**config.mk**
```make
export PLATFORM = sky130hd
export DESIGN_NAME = spi_byte_receiver_flat
export DESIGN_NICKNAME = d
export VERILOG_FILES = /design/src/rtl/spi_byte_receiver_if.sv /design/src/rtl/spi_byte_receiver.sv /design/src/flat_wrapper.sv
export SDC_FILE = /design/constraint.sdc
export NUM_CORES = 1
export LEC_CHECK = 0
export CORE_MARGIN = 2
export CORE_UTILIZATION = 50
export DETAILED_ROUTE_END_ITERATION = 8
export PLACE_DENSITY = 0.87
export SLEW_MARGIN = 30
export SYNTH_ARGS = -nofsm -noshare
export SYNTH_HDL_FRONTEND = slang
export SYNTH_SLANG_ARGS = --single-unit
```
**constraint.sdc**
```tcl
create_clock -name clk_sys -period 2.3 [get_ports clk_sys]
set_input_delay 0.46 -clock clk_sys [delete_from_list [all_inputs] [get_ports clk_sys]]
set_output_delay 0.46 -clock clk_sys [all_outputs]
set_load 0.005 [all_outputs]
```
**src/rtl/spi_byte_receiver_if.sv**
```systemverilog
// ---------------------------------------------------------------------------
// spi_byte_receiver_if
// Byte-side bus between the SPI front end and the device controller.
// The receiver drives the received byte stream, transaction status and the
// framing-error strobe, and samples the response byte presented by the
// controller.
//   master : the SPI receiver (produces bytes, consumes tx_data)
//   slave  : the downstream controller
// ---------------------------------------------------------------------------
interface spi_byte_receiver_if #(
   parameter int COUNT_WIDTH = 16
);
   logic [7:0]             tx_data;
   logic [7:0]             data_out;
   logic                   data_out_ready;
   logic                   cs_n_out;
   logic [COUNT_WIDTH-1:0] byte_count;
   logic                   frame_error;

   modport master (
      input  tx_data,
      output data_out,
      output data_out_ready,
      output cs_n_out,
      output byte_count,
      output frame_error
   );

   modport slave (
      output tx_data,
      input  data_out,
      input  data_out_ready,
      input  cs_n_out,
      input  byte_count,
      input  frame_error
   );
endinterface

```
**src/rtl/spi_byte_receiver.sv**
```systemverilog
// ---------------------------------------------------------------------------
// spi_byte_receiver
// SPI mode-0 slave front end. The host pins are oversampled in the clk_sys
// domain through SYNC_STAGES-deep synchronizers; edge detectors on the
// synchronized SCLK and CS drive a two-state IDLE/ACTIVE controller that
// assembles bytes MSB first, strobes each completed byte, counts bytes per
// transaction (saturating) and flags CS deasserting mid-byte.
//
// Optional feature macro: SPI_MISO_EN
//   defined   : a TX shift register returns tx_data on spi_miso.
//   undefined : spi_miso is tied low and tx_data is ignored.
//
// After reset the block will not start a transaction until it has seen the
// synchronized CS high, so a CS that is already low at reset release is
// ignored until the host raises and lowers it again.
// ---------------------------------------------------------------------------
module spi_byte_receiver #(
   parameter int SYNC_STAGES = 2,
   parameter int COUNT_WIDTH = 16
) (
   input  logic clk_sys,
   input  logic reset,
   input  logic spi_sclk,
   input  logic spi_mosi,
   input  logic spi_cs_n,
   output logic spi_miso,
   spi_byte_receiver_if.master bus
);

   typedef enum logic [0:0] {
      ST_IDLE   = 1'b0,
      ST_ACTIVE = 1'b1
   } state_t;

   localparam logic [COUNT_WIDTH-1:0] COUNT_MAX = {COUNT_WIDTH{1'b1}};
   localparam logic [COUNT_WIDTH-1:0] COUNT_ONE = {{(COUNT_WIDTH-1){1'b0}}, 1'b1};
   localparam logic [2:0]             WARM_DONE = 3'(SYNC_STAGES);

   // Synchronizer chains, bit 0 is the first stage
   logic [SYNC_STAGES-1:0] sclk_sync_r;
   logic [SYNC_STAGES-1:0] mosi_sync_r;
   logic [SYNC_STAGES-1:0] cs_sync_r;
   logic                   sclk_prev_r;
   logic                   cs_prev_r;

   logic sclk_s;
   logic mosi_s;
   logic cs_s;
   logic sclk_rise_s;
   logic sclk_fall_s;
   logic cs_rise_s;
   logic cs_fall_s;
   logic cs_start_s;

   // Start-of-transaction qualification after reset
   logic [2:0] warm_cnt_r;
   logic       armed_r;

   // Controller state and datapath
   state_t                 state_r;
   state_t                 state_nxt_s;
   logic [2:0]             bit_cnt_r;
   logic [7:0]             shift_r;
   logic [7:0]             data_out_r;
   logic                   data_out_ready_r;
   logic [COUNT_WIDTH-1:0] byte_count_r;
   logic                   frame_error_r;
   logic                   bit_rise_s;
   logic                   byte_done_s;

   // Input synchronizers: reset to idle bus levels (SCLK low, CS high)
   always_ff @(posedge clk_sys) begin
      if (reset) begin
         sclk_sync_r <= {SYNC_STAGES{1'b0}};
         mosi_sync_r <= {SYNC_STAGES{1'b0}};
         cs_sync_r   <= {SYNC_STAGES{1'b1}};
         sclk_prev_r <= 1'b0;
         cs_prev_r   <= 1'b1;
      end else begin
         sclk_sync_r <= {sclk_sync_r[SYNC_STAGES-2:0], spi_sclk};
         mosi_sync_r <= {mosi_sync_r[SYNC_STAGES-2:0], spi_mosi};
         cs_sync_r   <= {cs_sync_r[SYNC_STAGES-2:0], spi_cs_n};
         sclk_prev_r <= sclk_sync_r[SYNC_STAGES-1];
         cs_prev_r   <= cs_sync_r[SYNC_STAGES-1];
      end
   end

   assign sclk_s      = sclk_sync_r[SYNC_STAGES-1];
   assign mosi_s      = mosi_sync_r[SYNC_STAGES-1];
   assign cs_s        = cs_sync_r[SYNC_STAGES-1];
   assign sclk_rise_s = sclk_s & ~sclk_prev_r;
   assign sclk_fall_s = ~sclk_s & sclk_prev_r;
   assign cs_rise_s   = cs_s & ~cs_prev_r;
   assign cs_fall_s   = ~cs_s & cs_prev_r;

   // Arm only once the synchronizers hold real pin levels and CS reads high
   always_ff @(posedge clk_sys) begin
      if (reset) begin
         warm_cnt_r <= 3'd0;
         armed_r    <= 1'b0;
      end else begin
         if (warm_cnt_r != WARM_DONE) begin
            warm_cnt_r <= warm_cnt_r + 3'd1;
         end else begin
            warm_cnt_r <= warm_cnt_r;
         end
         if ((warm_cnt_r == WARM_DONE) && cs_s) begin
            armed_r <= 1'b1;
         end else begin
            armed_r <= armed_r;
         end
      end
   end

   assign cs_start_s = cs_fall_s & armed_r;

   // A CS rise in the same cycle as an SCLK rise drops that bit
   always_comb begin
      bit_rise_s  = 1'b0;
      byte_done_s = 1'b0;
      if ((state_r == ST_ACTIVE) && sclk_rise_s && !cs_rise_s) begin
         bit_rise_s  = 1'b1;
         byte_done_s = (bit_cnt_r == 3'd7);
      end else begin
         bit_rise_s  = 1'b0;
         byte_done_s = 1'b0;
      end
   end

   // Controller state register
   always_ff @(posedge clk_sys) begin
      if (reset) begin
         state_r <= ST_IDLE;
      end else begin
         state_r <= state_nxt_s;
      end
   end

   // Controller next-state: IDLE until a qualified CS fall, ACTIVE until CS rises
   always_comb begin
      state_nxt_s = state_r;
      case (state_r)
         ST_IDLE: begin
            if (cs_start_s) begin
               state_nxt_s = ST_ACTIVE;
            end else begin
               state_nxt_s = ST_IDLE;
            end
         end
         ST_ACTIVE: begin
            if (cs_rise_s) begin
               state_nxt_s = ST_IDLE;
            end else begin
               state_nxt_s = ST_ACTIVE;
            end
         end
         default: begin
            state_nxt_s = ST_IDLE;
         end
      endcase
   end

   // Byte assembly, completion strobe, byte counter and framing error
   always_ff @(posedge clk_sys) begin
      if (reset) begin
         bit_cnt_r        <= 3'd0;
         shift_r          <= 8'h00;
         data_out_r       <= 8'h00;
         data_out_ready_r <= 1'b0;
         byte_count_r     <= {COUNT_WIDTH{1'b0}};
         frame_error_r    <= 1'b0;
      end else begin
         data_out_ready_r <= 1'b0;
         frame_error_r    <= 1'b0;
         case (state_r)
            ST_IDLE: begin
               if (cs_start_s) begin
                  bit_cnt_r    <= 3'd0;
                  shift_r      <= 8'h00;
                  byte_count_r <= {COUNT_WIDTH{1'b0}};
               end else begin
                  bit_cnt_r    <= bit_cnt_r;
                  shift_r      <= shift_r;
                  byte_count_r <= byte_count_r;
               end
            end
            ST_ACTIVE: begin
               if (cs_rise_s) begin
                  // partial byte is dropped; only flag it
                  frame_error_r <= (bit_cnt_r != 3'd0);
               end else if (bit_rise_s) begin
                  shift_r   <= {shift_r[6:0], mosi_s};
                  bit_cnt_r <= bit_cnt_r + 3'd1;
                  if (byte_done_s) begin
                     data_out_r       <= {shift_r[6:0], mosi_s};
                     data_out_ready_r <= 1'b1;
                     if (byte_count_r != COUNT_MAX) begin
                        byte_count_r <= byte_count_r + COUNT_ONE;
                     end else begin
                        byte_count_r <= byte_count_r;
                     end
                  end else begin
                     data_out_r   <= data_out_r;
                     byte_count_r <= byte_count_r;
                  end
               end else begin
                  shift_r   <= shift_r;
                  bit_cnt_r <= bit_cnt_r;
               end
            end
            default: begin
               bit_cnt_r <= 3'd0;
               shift_r   <= 8'h00;
            end
         endcase
      end
   end

   assign bus.data_out       = data_out_r;
   assign bus.data_out_ready = data_out_ready_r;
   assign bus.cs_n_out       = cs_s;
   assign bus.byte_count     = byte_count_r;
   assign bus.frame_error    = frame_error_r;

`ifdef SPI_MISO_EN
   logic [7:0] tx_r;
   logic       miso_r;

   // Response shifter: load at transaction start and byte boundaries, shift on SCLK fall
   always_ff @(posedge clk_sys) begin
      if (reset) begin
         tx_r   <= 8'h00;
         miso_r <= 1'b0;
      end else begin
         case (state_r)
            ST_IDLE: begin
               if (cs_start_s) begin
                  tx_r   <= bus.tx_data;
                  miso_r <= bus.tx_data[7];
               end else begin
                  tx_r   <= tx_r;
                  miso_r <= 1'b0;
               end
            end
            ST_ACTIVE: begin
               if (cs_rise_s) begin
                  tx_r   <= tx_r;
                  miso_r <= 1'b0;
               end else if (byte_done_s) begin
                  tx_r   <= bus.tx_data;
                  miso_r <= bus.tx_data[7];
               end else if (sclk_fall_s) begin
                  tx_r   <= {tx_r[6:0], 1'b0};
                  miso_r <= tx_r[6];
               end else begin
                  tx_r   <= tx_r;
                  miso_r <= miso_r;
               end
            end
            default: begin
               tx_r   <= 8'h00;
               miso_r <= 1'b0;
            end
         endcase
      end
   end

   assign spi_miso = miso_r;
`else
   logic unused_tx_s;

   assign unused_tx_s = ^bus.tx_data;
   assign spi_miso    = 1'b0;
`endif

endmodule

```
**src/flat_wrapper.sv**
```systemverilog
// flat-port wrapper written by rule: the top's interface ports become plain ports
module spi_byte_receiver_flat 
#(
   parameter int SYNC_STAGES = 2,
   parameter int COUNT_WIDTH = 16
)
  (clk_sys, reset, spi_sclk, spi_mosi, spi_cs_n, spi_miso, bus_tx_data, bus_data_out, bus_data_out_ready, bus_cs_n_out, bus_byte_count, bus_frame_error);
  spi_byte_receiver_if #(.COUNT_WIDTH(COUNT_WIDTH)) bus_i ();
  input  logic clk_sys;
  input  logic reset;
  input  logic spi_sclk;
  input  logic spi_mosi;
  input  logic spi_cs_n;
  output logic spi_miso;
  input wire logic [$bits(bus_i.tx_data)-1:0] bus_tx_data;
  output wire logic [$bits(bus_i.data_out)-1:0] bus_data_out;
  output wire logic [$bits(bus_i.data_out_ready)-1:0] bus_data_out_ready;
  output wire logic [$bits(bus_i.cs_n_out)-1:0] bus_cs_n_out;
  output wire logic [$bits(bus_i.byte_count)-1:0] bus_byte_count;
  output wire logic [$bits(bus_i.frame_error)-1:0] bus_frame_error;
  assign bus_i.tx_data = bus_tx_data;
  assign bus_data_out = bus_i.data_out;
  assign bus_data_out_ready = bus_i.data_out_ready;
  assign bus_cs_n_out = bus_i.cs_n_out;
  assign bus_byte_count = bus_i.byte_count;
  assign bus_frame_error = bus_i.frame_error;
  spi_byte_receiver #(.SYNC_STAGES(SYNC_STAGES), .COUNT_WIDTH(COUNT_WIDTH)) u_core (.clk_sys(clk_sys), .reset(reset), .spi_sclk(spi_sclk), .spi_mosi(spi_mosi), .spi_cs_n(spi_cs_n), .spi_miso(spi_miso), .bus(bus_i));
endmodule
```
==> out/metrics.yaml, run 1 <==
min_path:
  min_from: "u_core.cs_sync_r[0]"
  hold_depth: 1
route:
  antenna_left: 0
  vias: 1804
  drt-initial-drc-count: 136
  detail_route.wl_per_cell_um: 13.3
  met2WireLength_um: 2010
  drc: 0
  top_layer_used: "met4"
  via_per_inst: 5.53
  drt-met1-wl_um: 2030
die:
  initial_core_util_pct: 52.5
  die_height_um: 69.2
  rows: 23
  coreArea_um2: 4060
  n_tap_cell: 50
  dieArea_um2: 4790
  die_w_um: 69.2
worst_setup_path:
  cp-startpoint: "u_core.bit_cnt_r[0]"
  cp_max_fo: 14
  critPathBufInv: 0
  cp-end-kind: "flop"
  path_delay_family: "AND-OR/OR-AND gates"
  crit_end: "u_core.bus.byte_count[11]"
  crit_required_ps: 2510
  critPathMaxStageDelay_ps: 520
  crit_arrival_ps: 2270
  ff2ff_path_depth: 7
  cp_cell_sequence: "ha_1 > ha_1 > and4b_4 > a21oi_1 > a211oi_4 > a21oi_1 > a21o_1"
  crit_type: "reg2reg"
pwr:
  power_density_nw_per_um2: 629
  total_power_mw: 1.62
  p_comb_share_pct: 9.3
  p_sw_mw: 0.386
  ir_worst_vdd_mv: 0.440
  p_leak_nw: 0.919
  p_clk_share_pct: 34.4
  p_int_mw: 1.23
placed_design:
  pre_cts_ws_ps: 306
  gp_congestion: 0.823
  place_area_um2: 2460
  place_hpwl_um: 2890
  portBuffers: 31
synth:
  synth_area_um2: 2130
  top_cells_by_area: "dfxtp_1, a21oi_1, nand2_1"
  ys_seq_share_pct: 46.1
  yosysWarnings: 0
  synthMuxAreaShare_pct: 0.470
  synth_cell_types: 45
  ff_type: "dfxtp_1"
  ys_sh_simple_pct: 25.2
  synthCells: 245
  ys_area_um2: 2130
  async_flop_share_pct: 0
  synthAoiAreaFrac_pct: 18.3
  synth_flop_count: 49
  edf_count: 0
  adder_share_pct: 3.53
final_timing:
  final.setup.tns_ps: 0
  relSlewSlack_pct: 58.7
  setup_slack_ps: 238
  fin_hold_ws_ps: 413
  grt_setup_unrepaired: "false"
  fin_worst_skew_ps: 9.24
  fin_crit_ps: 2060
  setup_viol: 0
  finalHoldViolCount: 0
  slew_violations: 0
layout:
  sh_seq_area_pct: 38.2
  layout.cells.most_common: "dfxtp_1"
  signal_buffers: 38
  clockNetworkAreaShare_pct: 4.09
  fillCellCount: 342
  flop_area_um2: 981
  final.clkbuf_count: 7
  flop-count: 49
  syn_to_final_growth_pct: 20.6
  insertedDiodeCount: 0
  comb_area_share_pct: 39.8
  area_dominant_class: "multi-input combinational cells"
  logic_gates: 172
  nets: 294
  largest_reg_flops: 16
grt:
  grt_pass1_wl_um: 7510
  use_met2_pct: 31.2
  antenna_found_initial: 0
  met1_usage_pct: 24.4
  use_met3_pct: 4.36
  track_usage_pct: 19.2
  overflow: 0
clocking:
  cts.path.max_buffers: 2
  clk_pin_slew_worst_paths_ps: 90
  ctsHoldBuffers: 0
  postCtsSetupBuffers: 0
  cts_resized: 0
  numCtsBuffers: 5
  cts_root_buffer: "clkbuf_8"
run:
  cap_violations: 0
  tool_warnings: 36
run_status:
  status: "finished, final reports clean"
## run 1: synth_stat cells, drive strengths merged (3+ instances only)
cell type and count:
dfxtp 49, nor2 17, buf 9, or2 3, nand3 12, a21oi 38, nor4 3, nor2b 6
o21ai 7, a31oi 4, inv 9, nand4 6, nor3 4, ha 6, nand2 39, clkbuf 6
a21o 4
## run 1: power groups by stage
stage	clock network, mW	logic [mW]	registers, mW
floorplan	0	0.119	0.921
global placement	0	0.142	0.927
detailed placement	0	0.148	0.930
CTS	0.574	0.151	0.910
global route	0.609	0.170	0.916
finish	0.556	0.150	0.910
## run 1: metrics by stage
stage	std cells	util (%)
3_3_place_gp	318	60.7
2_1_floorplan	245	-
4_1_cts	326	63.3
5_1_grt	326	63.3
6_report	326	63.3
3_5_place_dp	318	60.7
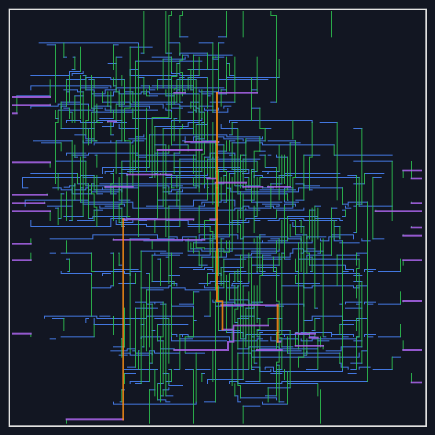
Fig. 1. Signal wires by layer (run 1).
Scale: 6 px per um.
met1 -> blue  # wire length 2030 um
met4 -> orange  # wire length 79.8 um
met3 -> purple  # wire length 205 um
met2 -> green  # wire length 2010 um

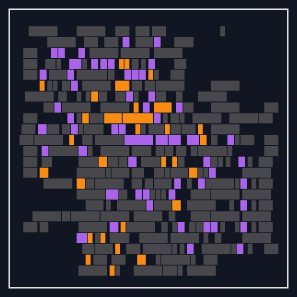
Fig. 2. Gate-type map (run 1).
Scale: 4 px per um.
NOR gates -> orange  # cells 30, most used nor2_1
inverting AOI/OAI gates -> purple  # cells 55, most used a21oi_1

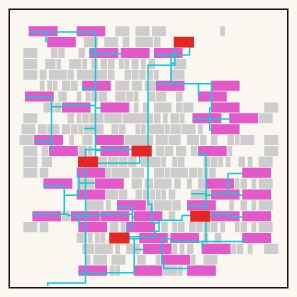
Fig. 3. Clock distribution (run 1).
Scale: 4 px per um.
cells driving clock nets -> red  # count 5
clock wires -> cyan  # length 522 um
flip-flops -> magenta  # count 49
routed clock nets = 6

==> run 1 -> run 2 <==
- CAP_MARGIN: unset -> 0
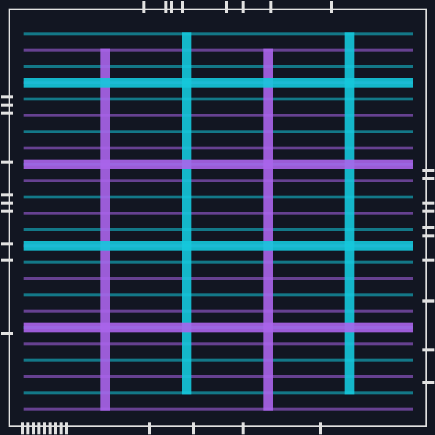
Fig. 4. Floorplan with the power grid (run 2).
Scale: 6 px per um. Pins as bars on the die edge.
VSS -> purple
VDD -> cyan
rows = 23
signal pins = 41

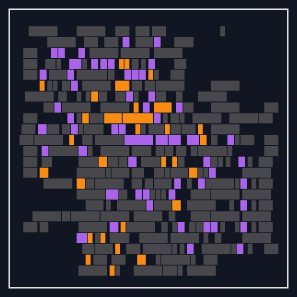
Fig. 5. Gate-type map (run 2).
Scale: 4 px per um.
inverting AOI/OAI gates -> purple  # cells 55, most used a21oi_1
NOR gates -> orange  # cells 30, most used nor2_1

==> out/metrics.yaml, run 2 <==
die:
  rows: 23  # unchanged
  die_height_um: 69.2  # unchanged
  die_w_um: 69.2  # unchanged
  n_tap_cell: 50  # unchanged
  initial_core_util_pct: 52.5  # unchanged
  dieArea_um2: 4790  # unchanged
  coreArea_um2: 4060  # unchanged
layout:
  flop_area_um2: 981  # unchanged
  sh_seq_area_pct: 38.2  # unchanged
  fin_cells: 326  # unchanged
  largest_reg_flops: 16  # unchanged
  layout.cells.most_common: "dfxtp_1"
  area_dominant_class: "multi-input combinational cells"
  logic_gates: 172  # unchanged
  final.clkbuf_count: 7  # unchanged
  clockNetworkAreaShare_pct: 4.09  # unchanged
  syn_to_final_growth_pct: 20.6  # unchanged
  signal_buffers: 38  # unchanged
  nets: 294  # unchanged
  comb_area_share_pct: 39.8  # unchanged
  insertedDiodeCount: 0  # unchanged
  utilization_pct: 63.3  # unchanged
route:
  dr.pass1.iters: 4
  top_layer_used: "met4"
  vias: 1804  # unchanged
  antenna_left: 0  # unchanged
  via_per_inst: 5.53  # unchanged
  drt-initial-drc-count: 136  # unchanged
  drt-met1-wl_um: 2030  # unchanged
  met2WireLength_um: 2010  # unchanged
  drc: 0  # unchanged
worst_setup_path:
  path_delay_family: "AND-OR/OR-AND gates"
  crit_required_ps: 2510  # about the same
  crit_type: "reg2reg"
  crit_arrival_ps: 2270  # about the same
  cp-startpoint: "u_core.bit_cnt_r[0]"
  cp_cell_sequence: "ha_1 > ha_1 > and4b_4 > a21oi_1 > a211oi_4 > a21oi_1 > a21o_1"
  ff2ff_path_depth: 7  # unchanged
  critPathMaxStageDelay_ps: 520  # about the same
  cp-end-kind: "flop"
  cp_max_fo: 14  # unchanged
  critPathBufInv: 0  # unchanged
synth:
  synth_flop_count: 49  # unchanged
  synthXorXnorAreaFrac_pct: 0.412
  synthCells: 245  # unchanged
  synthesis.nets: 264
  adder_share_pct: 3.53  # unchanged
  edf_count: 0  # unchanged
  ys_sh_simple_pct: 25.2  # unchanged
  synth_area_um2: 2130  # unchanged
  ff_type: "dfxtp_1"
  async_flop_share_pct: 0  # unchanged
  ys_area_um2: 2130  # unchanged
  most_common_cell: "dfxtp_1"
  ys_seq_share_pct: 46.1  # unchanged
  ys_top_logic_family: "simple AND/OR/NAND/NOR gates"
  top_cells_by_area: "dfxtp_1, a21oi_1, nand2_1"
  synth_cell_types: 45  # unchanged
  synthMuxAreaShare_pct: 0.470  # unchanged
  yosysWarnings: 0  # unchanged
  top_cells_by_count: "dfxtp_1, a21oi_1, nand2_1"
  synthAoiAreaFrac_pct: 18.3  # unchanged
placed_design:
  portBuffers: 31  # unchanged
  dp.cells: 318  # unchanged
  place_hpwl_um: 2890  # unchanged
  place_area_um2: 2460  # unchanged
  gp_congestion: 0.823  # unchanged
grt:
  met1_usage_pct: 24.4  # unchanged
  grt_pass1_wl_um: 7510  # unchanged
  antenna_found_initial: 0  # unchanged
  grt_pass1_vias: 1638
  use_met2_pct: 31.2  # unchanged
  overflow: 0  # unchanged
  use_met3_pct: 4.36  # unchanged
run:
  cap_violations: 0  # unchanged
  tool_warnings: 36  # unchanged
pwr:
  p_comb_share_pct: 9.3  # about the same
  pwr.group.combinational_mw: 0.150  # about the same
  total_power_mw: 1.62  # unchanged
  ir_worst_vdd_mv: 0.440  # unchanged
  power.group.top: "sequential cells"
  p_leak_nw: 0.919  # unchanged
  p_clk_share_pct: 34.4  # about the same
  pg_clk_mw: 0.556  # about the same
  power_density_nw_per_um2: 629  # unchanged
  swShare_pct: 23.9
  p_sw_mw: 0.386  # unchanged
final_timing:
  slew_violations: 0  # unchanged
  finalHoldViolCount: 0  # unchanged
  fin_worst_skew_ps: 9.24  # unchanged
  final.setup.tns_ps: 0  # unchanged
  grt_setup_unrepaired: "false"
  setup_slack_ps: 238  # unchanged
  fin_crit_ps: 2060  # unchanged
  setup_viol: 0  # unchanged
  fin_hold_ws_ps: 413  # unchanged
  relSlewSlack_pct: 58.7  # unchanged
clocking:
  cts_resized: 0  # unchanged
  insertion_delay_ps: 310
  cts_root_buffer: "clkbuf_8"
  clk_pin_slew_worst_paths_ps: 90  # about the same
  numCtsBuffers: 5  # unchanged
  cts.path.max_buffers: 2  # unchanged
  ctsHoldBuffers: 0  # unchanged
  postCtsSetupBuffers: 0  # unchanged
min_path:
  hold_depth: 1  # unchanged
  holdPathEnd: "u_core.cs_sync_r[1]"
  min_from: "u_core.cs_sync_r[0]"
run_status:
  status: "finished, final reports clean"
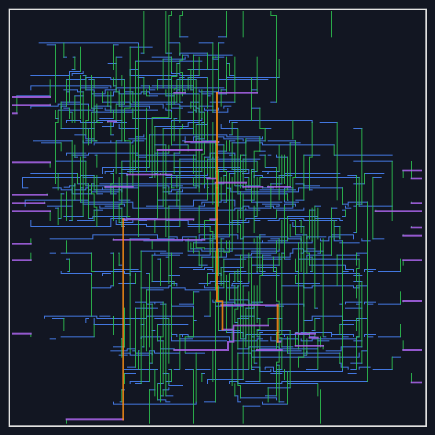
Fig. 6. Signal wires by layer (run 2).
Scale: 6 px per um.
WL per Instance: 13.3 um
GRT Total Usage: 19.2%

## run 2: cell counts after synthesis
Identical to the previous run, type by type.
## run 2: how the worst max path moves through the flow
stage                                endpoint  slack (ps)  depth (start not counted)
detailed placement  u_core.bus.byte_count[14]         310                          6
global placement    u_core.bus.byte_count[14]         340                          6
floorplan           u_core.bus.byte_count[12]         500                          7
global route        u_core.bus.byte_count[11]          90                          7
finish              u_core.bus.byte_count[11]         240                          7
CTS                 u_core.bus.byte_count[11]         260                          7
## run 2: cells by family after synthesis
family | Yosys count
mux | 1
other cells | 1
flops | 49
buf+inv | 24
xor+xnor | 1
fa+ha+maj | 6
compound gates | 64
simple gates | 99
Power and IR drop assume default switching activity.
